File: config.mk
export PLATFORM = sky130hd
export DESIGN_NAME = id_ex_stage
export DESIGN_NICKNAME = d
export VERILOG_FILES = /design/src/rtl/id_ex_pkg.sv /design/src/rtl/id_ex_stage_fwd_mux.sv /design/src/rtl/id_ex_stage.sv
export SDC_FILE = /design/constraint.sdc
export NUM_CORES = 1
export LEC_CHECK = 0
export CAP_MARGIN = 20
export CORE_UTILIZATION = 43
export CTS_CLUSTER_SIZE = 28
export DETAILED_ROUTE_END_ITERATION = 8
export PLACE_DENSITY = 0.82
export SKIP_LAST_GASP = 1
export SLEW_MARGIN = 30
export SYNTH_ARGS = -nofsm -noshare
export SYNTH_HDL_FRONTEND = slang
export SYNTH_SLANG_ARGS = --single-unit
export TNS_END_PERCENT = 10
File: constraint.sdc
create_clock -name clk -period 3.7 [get_ports clk]
set_input_delay 1.11 -clock clk [delete_from_list [all_inputs] [get_ports clk]]
set_output_delay 1.11 -clock clk [all_outputs]
set_load 0.03 [all_outputs]
File: src/rtl/id_ex_pkg.sv
// Shared opcode constants and helpers for the decode/execute boundary.
//   OP_NOP          : bubble opcode, distinct from every ALU opcode
//   OP_ADD..OP_STW  : opcodes this stage has to recognise or pass through
//   is_load()       : true for opcodes whose result arrives late (from MEM)
package id_ex_pkg;

  localparam int unsigned OpWidth = 14;

  typedef logic [OpWidth-1:0] op_t;

  localparam op_t OP_NOP = 14'h0000;
  localparam op_t OP_ADD = 14'h0001;
  localparam op_t OP_LDB = 14'h0100;
  localparam op_t OP_LDW = 14'h0200;
  localparam op_t OP_STB = 14'h0400;
  localparam op_t OP_STW = 14'h0800;

  function automatic logic is_load(input op_t op);
    return (op == OP_LDB) || (op == OP_LDW);
  endfunction

endpackage

File: src/rtl/id_ex_stage_fwd_mux.sv
// Operand forwarding mux for one source register.
//   idx / used / rf_val : source index, read-enable and register-file data
//   mem_fwd_*           : MEM-stage result (younger, highest priority)
//   wb_fwd_*            : WB-stage result
//   data                : selected operand value
module fwd_mux #(
  parameter int unsigned DATA_W = 32,
  parameter int unsigned REG_AW = 5
) (
  input  logic [REG_AW-1:0] idx,
  input  logic              used,
  input  logic [DATA_W-1:0] rf_val,
  input  logic              mem_fwd_valid,
  input  logic [REG_AW-1:0] mem_fwd_rd,
  input  logic [DATA_W-1:0] mem_fwd_data,
  input  logic              wb_fwd_valid,
  input  logic [REG_AW-1:0] wb_fwd_rd,
  input  logic [DATA_W-1:0] wb_fwd_data,
  output logic [DATA_W-1:0] data
);

  logic mem_hit;
  logic wb_hit;

  // An unread source's value is don't-care, so skipping the match there is harmless.
  // r0 is hardwired zero and never takes a forwarded value.
  always_comb begin
    mem_hit = used && mem_fwd_valid && (mem_fwd_rd != '0) && (mem_fwd_rd == idx);
    wb_hit  = used && wb_fwd_valid && (wb_fwd_rd != '0) && (wb_fwd_rd == idx);
    data    = rf_val;
    if (mem_hit) begin
      data = mem_fwd_data;
    end else if (wb_hit) begin
      data = wb_fwd_data;
    end
  end

endmodule

File: src/rtl/id_ex_stage.sv
// ID/EX pipeline register with MEM/WB forwarding and load-use bubble insertion.
//   id_*          : decoded instruction presented by decode; id_ready grants advance
//   mem_fwd_*     : MEM-stage result available for forwarding
//   wb_fwd_*      : WB-stage result available for forwarding
//   stall_in      : downstream freeze (holds every register)
//   flush         : kill the EX slot (overrides stall_in)
//   ex_*          : registered EX-slot contents; ex_op/ex_x/ex_y feed the ALU
module id_ex_stage
  import id_ex_pkg::*;
#(
  parameter int unsigned DATA_W = 32,
  parameter int unsigned OP_W   = 14,
  parameter int unsigned REG_AW = 5
) (
  input  logic              clk,
  input  logic              rst_n,
  input  logic              id_valid,
  input  logic [OP_W-1:0]   id_op,
  input  logic [REG_AW-1:0] id_rs1_idx,
  input  logic [REG_AW-1:0] id_rs2_idx,
  input  logic              id_rs1_used,
  input  logic              id_rs2_used,
  input  logic [DATA_W-1:0] id_rs1_val,
  input  logic [DATA_W-1:0] id_rs2_val,
  input  logic [DATA_W-1:0] id_imm,
  input  logic              id_use_imm,
  input  logic [REG_AW-1:0] id_rd_idx,
  output logic              id_ready,
  input  logic              mem_fwd_valid,
  input  logic [REG_AW-1:0] mem_fwd_rd,
  input  logic [DATA_W-1:0] mem_fwd_data,
  input  logic              wb_fwd_valid,
  input  logic [REG_AW-1:0] wb_fwd_rd,
  input  logic [DATA_W-1:0] wb_fwd_data,
  input  logic              stall_in,
  input  logic              flush,
  output logic              ex_valid,
  output logic [OP_W-1:0]   ex_op,
  output logic [DATA_W-1:0] ex_x,
  output logic [DATA_W-1:0] ex_y,
  output logic [DATA_W-1:0] ex_store_data,
  output logic [REG_AW-1:0] ex_rd
);

  localparam logic [OP_W-1:0] Nop = OP_W'(OP_NOP);

  logic              ex_valid_q;
  logic [OP_W-1:0]   ex_op_q;
  logic [DATA_W-1:0] ex_x_q;
  logic [DATA_W-1:0] ex_y_q;
  logic [DATA_W-1:0] ex_store_data_q;
  logic [REG_AW-1:0] ex_rd_q;

  logic [DATA_W-1:0] rs1_fwd;
  logic [DATA_W-1:0] rs2_fwd;
  logic              load_use;

  fwd_mux #(
    .DATA_W(DATA_W),
    .REG_AW(REG_AW)
  ) u_fwd_rs1 (
    .idx          (id_rs1_idx),
    .used         (id_rs1_used),
    .rf_val       (id_rs1_val),
    .mem_fwd_valid(mem_fwd_valid),
    .mem_fwd_rd   (mem_fwd_rd),
    .mem_fwd_data (mem_fwd_data),
    .wb_fwd_valid (wb_fwd_valid),
    .wb_fwd_rd    (wb_fwd_rd),
    .wb_fwd_data  (wb_fwd_data),
    .data         (rs1_fwd)
  );

  fwd_mux #(
    .DATA_W(DATA_W),
    .REG_AW(REG_AW)
  ) u_fwd_rs2 (
    .idx          (id_rs2_idx),
    .used         (id_rs2_used),
    .rf_val       (id_rs2_val),
    .mem_fwd_valid(mem_fwd_valid),
    .mem_fwd_rd   (mem_fwd_rd),
    .mem_fwd_data (mem_fwd_data),
    .wb_fwd_valid (wb_fwd_valid),
    .wb_fwd_rd    (wb_fwd_rd),
    .wb_fwd_data  (wb_fwd_data),
    .data         (rs2_fwd)
  );

  // A load in EX cannot forward its data yet; the dependent instruction waits one cycle
  // and then picks the value up from the MEM forward port.
  always_comb begin
    load_use = ex_valid_q && is_load(op_t'(ex_op_q)) && (ex_rd_q != '0) && id_valid &&
               ((id_rs1_used && (id_rs1_idx == ex_rd_q)) ||
                (id_rs2_used && (id_rs2_idx == ex_rd_q)));
    id_ready = !stall_in && !load_use && !flush;
  end

  always_ff @(posedge clk or negedge rst_n) begin
    if (!rst_n) begin
      ex_valid_q      <= 1'b0;
      ex_op_q         <= Nop;
      ex_x_q          <= '0;
      ex_y_q          <= '0;
      ex_store_data_q <= '0;
      ex_rd_q         <= '0;
    end else if (flush) begin
      ex_valid_q <= 1'b0;
      ex_op_q    <= Nop;
    end else if (stall_in) begin
      // Hold; MEM/WB are frozen too, so held operands remain correct.
    end else if (load_use) begin
      ex_valid_q <= 1'b0;
      ex_op_q    <= Nop;
    end else begin
      ex_valid_q      <= id_valid;
      ex_op_q         <= id_valid ? id_op : Nop;
      ex_x_q          <= rs1_fwd;
      ex_y_q          <= id_use_imm ? id_imm : rs2_fwd;
      ex_store_data_q <= rs2_fwd;
      ex_rd_q         <= id_rd_idx;
    end
  end

  assign ex_valid      = ex_valid_q;
  assign ex_op         = ex_op_q;
  assign ex_x          = ex_x_q;
  assign ex_y          = ex_y_q;
  assign ex_store_data = ex_store_data_q;
  assign ex_rd         = ex_rd_q;

endmodule

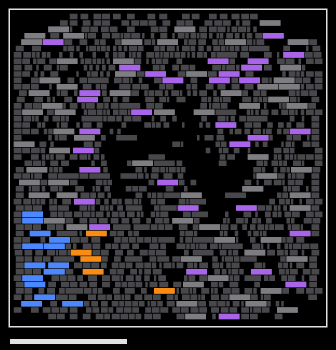
*Sequential cells grouped by signal name, run 1*
The bar under the picture is 50 um long. Other sequential cells in the stronger grey, the rest of the logic in the fainter grey.
Key: ex_op = blue [placed flops 14, where south-west]; ex_store_data = purple [placed flops 32, where all over the die]; ex_rd = orange [placed flops 5, where south-west]
Seq area share: 24.6%
Core Util, Final: 68.4%
Flop area: 2900 um2
power of the sequential group: 0.00156 W

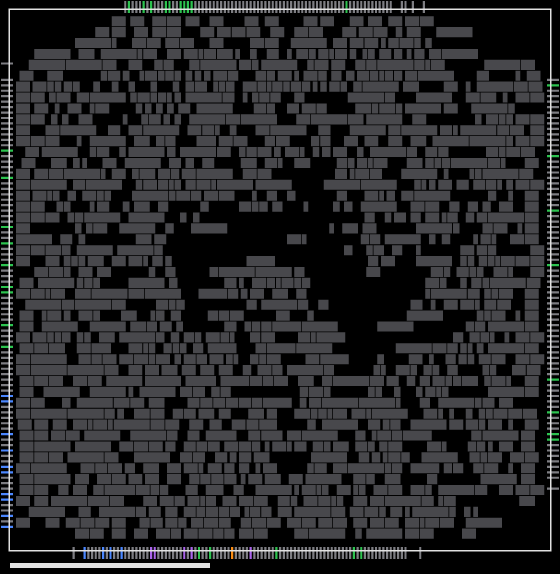
*Ports around the boundary, run 1*
The bar under the picture is 50 um long. Pins as bars across the die edge, other pins in grey.
Key: ex_op = blue [pins 14, direction output, edge 10 west, 4 south]; wb_fwd_data = green [pins 32, direction input, edge 10 north, 9 west, 8 east, 5 south]; wb_fwd_rd = purple [pins 5, direction input, edge south]; wb_fwd_valid = orange [pins 1, direction input, edge south]
All pins by edge: 90 south, 84 west, 77 north, 75 east.

==> impl_metrics.csv, run 1 <==
group,metric,value,unit
floorplanning,floorplan.core_area,17200,um2
final_timing,timing.final.max_slew_violations,0,
final_timing,fin_setup_tns,0,ps
worst_setup_path,regToRegSetupSlack,530,ps
final_timing,post-route-worst-setup-slack,85.7,ps
clocking,cts.clk_slew.worst_paths,50,ps
logic_synthesis,adder_share,0,%
finish,layout.nets,1349,
global_routing,wire_length_of_the_first_global_routing_pass,46200,um
worst_setup_path,type_of_the_worst_setup_path,"input port to output port",
floorplanning,placementRows,48,
logic_synthesis,synthXorXnorAreaFrac,3.58,%
run,max_cap_violation_count,0,
worst_setup_path,worstPathCellList,"clkdlybuf4s50_1 > xnor2_1 > nand4_1 > o22ai_2 > a21o_2 > inv_4 > buf_6",
place,count_of_buffers_from_port_buffering,325,
final_timing,finalWorstPathRequiredPeriod,3610,ps
drt,wire_per_inst,22.0,um
logic_synthesis,synthFlopType,"dfrtp_1",
logic_synthesis,yosys_warnings,0,
logic_synthesis,yosys.area_share.aoi,26.9,%
global_routing,total_routing_usage_reported_by_global_routing,33.6,%
worst_hold_path,hp-class,"flip-flop to flip-flop",
final_timing,finalSetupViolations,0,
clocking,post_cts_hold_buffer_count,0,
drt,drt_iter0_drc,800,
logic_synthesis,synth_async_sr_flop_share,100,%
clocking,cts_num_sinks,116,
final_timing,tightestPinTransition,725,ps
worst_setup_path,critPathCapture,"id_ready",
floorplanning,die-height,135,um
logic_synthesis,enable_flop_cells,0,
worst_setup_path,critPathLaunchType,"input port",
pwr,finalPower,0.00467,W
outcome,run_status,"completed",
final_timing,minimum_hold_slack,509,ps
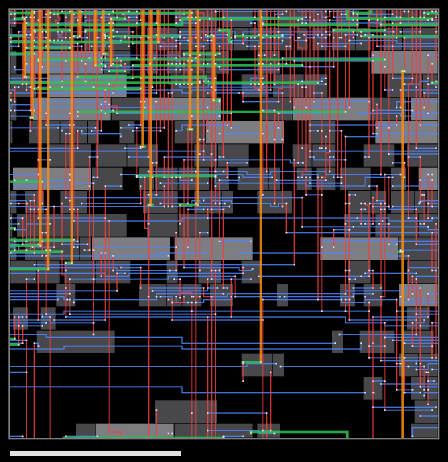
*A small window of the routed layout, run 1*
The bar under the picture is 20 um long. Window x 42 to 92, y 69 to 119 um. Cells in grey, sequential cells in the stronger grey; small squares are vias.
Key: metal 3 = green; metal 4 = orange; metal 2 = red; metal 1 = blue
145 logic cells have their middle in the window. Netlist names of flops here include ex_y (7), ex_store_data (6). Sequential cells in the window: 13. Most frequent: clkdlybuf4s50_1 (28), inv_1 (15), dfrtp_1 (13).

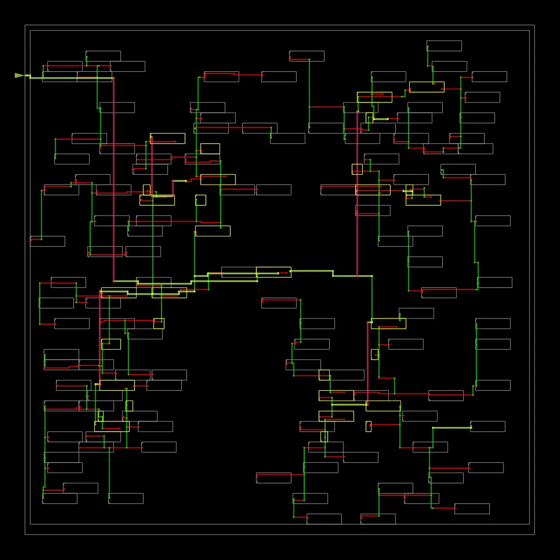
*Clock wiring as the flow saved it, run 1*
power attributed to the clock group: 0.00147 W
Final Skew: 7.67 ps
clock tree buffer count of the final layout: 21

-- run 1: cell usage after synthesis (4+ instances only) --
cell	count
nor3_1	33
buf_2	7
a21boi_0	22
o21ai_0	33
buf_4	5
a31oi_1	41
dfrtp_1	116
inv_1	96
a32o_1	14
nand2_1	6
and3_1	31
xnor2_1	24
or4_1	4
nand3_1	64
mux2i_1	32
a21boi_1	10
o31a_1	23
clkbuf_1	62
nand4_1	4
buf_6	6
a32oi_1	32
a21oi_1	32
mux2_2	37
xor2_1	7
a31o_1	23
o31ai_1	41
buf_1	4
-- run 1: state kept, by name, indices dropped and copies added, names as in the netlist --
name and flops:
ex_store_data 32, ex_valid 1, ex_rd 5, ex_op 14
ex_x 32, ex_y 32
-- run 1: metal layers --
layer / GRT usage [%] / routed length (um) / up-vias
li1: - / - / 3716
met1: 45.0 / 12300 / 4029
met2: 51.9 / 13900 / 553
met3: 7.32 / 3080 / 93
met4: 15.0 / 1130 / 0
met5: 0 / 0 / -
-- run 1: where the power goes --
group	switching (W)	internal [W]	total, W	leakage, nW
sequential	0.000117	0.00145	0.00156	1.36
clock	0.000597	0.000878	0.00147	0.250
combinational	0.000879	0.000757	0.00164	3.26
-- run 1: layout make-up --
cell class / count / area [um2] / area share (%)
repair buffers: 374 / 3750 / 31.9
well taps: 225 / 282 / 2.39
inverters: 97 / 367 / 3.11
clock inverters: 10 / 60.1 / 0.509
flip-flops and latches: 116 / 2900 / 24.6
clock buffers: 21 / 460 / 3.91
diodes: 1 / 2.50 / 0.0212
multi-input cells: 534 / 3960 / 33.6
-- run 1: worst reg2reg max path, stage by stage, from the launching register on --
cell and delay [ps]:
dfrtp_1 460, or4_1 570, o211ai_1 300, nor4_4 100, a21o_2 260, inv_4 80
buf_4 330, buf_4 550, mux2_2 420
==> inputs of run 2 (changes only) <==
- SKIP_CTS_REPAIR_TIMING: not set -> 1
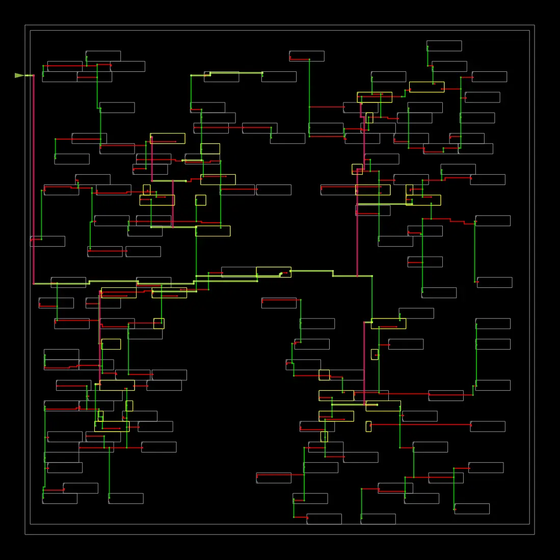
*Clock wiring as the flow saved it, run 2*
num sequential: 116
power attributed to the clock group: 0.00148 W
clock latency on the worst-skew pair: 420 ps
Sink Count: 116
Final Skew: 8.64 ps

==> run 2 against run 1 <==
- largest power group unchanged
- wire length about the same
- non-clock buffer count fell by 1
- highest routed layer unchanged
- register-to-register slack barely moved
- clock skew grew 0.97 ps
- sequential share of layout area about the same
- critical path depth did not move
- sequential power barely moved
- via count is 0.48% lower
- sequential cell count did not move
- synthesized cell count unchanged
==> impl_metrics.csv, run 2 <==
group,metric,value,unit
outcome,run_status,"completed",
logic_synthesis,synthFlopType,"dfrtp_1",
finish,utilization,68.4,%
global_routing,total_routing_usage_reported_by_global_routing,33.5,%
floorplanning,die-height,135,um
worst_setup_path,type_of_the_worst_setup_path,"input port to output port",
logic_synthesis,adder_share,0,%
finish,layout.nets,1348,
drt,wire_per_inst,22.0,um
logic_synthesis,post_synth_most_frequent_cells,"dfrtp_1 (116), inv_1 (96), nand3_1 (64), clkbuf_1 (62)",
drt,drt_iter0_drc,690,
run,max_cap_violation_count,0,
worst_hold_path,hp-class,"flip-flop to flip-flop",
clocking,cts.clk_slew.worst_paths,50,ps
floorplanning,floorplan.core_area,17200,um2
final_timing,timing.final.max_slew_violations,0,
worst_setup_path,regToRegSetupSlack,530,ps
logic_synthesis,synth_async_sr_flop_share,100,%
logic_synthesis,synth_dominant_cell_count,"dfrtp_1",
logic_synthesis,enable_flop_cells,0,
place,count_of_buffers_from_port_buffering,325,
final_timing,tightestPinTransition,721,ps
worst_setup_path,worstPathCellList,"clkdlybuf4s50_1 > xnor2_1 > nand4_1 > o22ai_2 > a21o_2 > inv_4 > buf_4",
final_timing,finalWorstPathRequiredPeriod,3620,ps
final_timing,minimum_hold_slack,510,ps
floorplanning,num_io_pins,326,
worst_setup_path,critPathLaunchType,"input port",
pwr,finalPower,0.00468,W
final_timing,fin_setup_tns,0,ps
worst_setup_path,crit_buf_inv,3,
final_timing,finalSetupViolations,0,
floorplanning,placementRows,48,
worst_setup_path,cp_num_cells,7,
[run 2: cell counts after synthesis]
No cell type changed its count.
[run 2: area by class of cell]
cell class              instances  area, um2  area share [%]
inverters                      97        367            3.11
diodes                          3       7.51          0.0637
repair buffers                373       3750            31.8
flip-flops and latches        116       2900            24.6
multi-input cells             534       3960            33.6
clock inverters                10       60.1           0.510
clock buffers                  21        460            3.91
well taps                     225        282            2.39
[run 2: path summary, 6_finish.rpt]
check	start	to
max	id_rs2_idx[4]	id_ready
min	ex_y[23]	ex_y[23]
max reg2reg	ex_rd[1]	ex_store_data[24]
min reg2reg	ex_y[23]	ex_y[23]
max in group asynchronous	rst_n	ex_y[5]
min in group asynchronous	rst_n	ex_y[29]
[run 2: report_power, final]
part	internal, W	switching (W)	leakage (nW)	total, W
registers	0.00145	0.000117	1.36	0.00156
logic	0.000757	0.000879	3.26	0.00164
clock network	0.000877	0.000598	0.250	0.00148
total	0.00308	0.00159	4.88	0.00468
[run 2: cell families after synthesis]
family | after synthesis
mux | 69
buf+inv | 181
simple gates | 154
compound gates | 280
flops | 116
xor+xnor | 31
[run 2: worst register-to-register path: cells and delay by family (launching register included)]
kind / cells / cell delay [ps]
AND/OR/NAND/NOR: 2 / 670
flip-flops: 1 / 460
AND-OR/OR-AND: 2 / 560
buffers and inverters: 3 / 950
multiplexers: 1 / 410
[run 2: per-layer routing]
layer	part of all wire (%)	GRT usage, %	up-vias
li1	-	-	3716
met1	41	44.3	3993
met2	45	51.0	550
met3	10	7.92	92
met4	4.4	17.5	0
met5	0	0	-
No activity file was given, so power comes from the tool's default toggle rates.
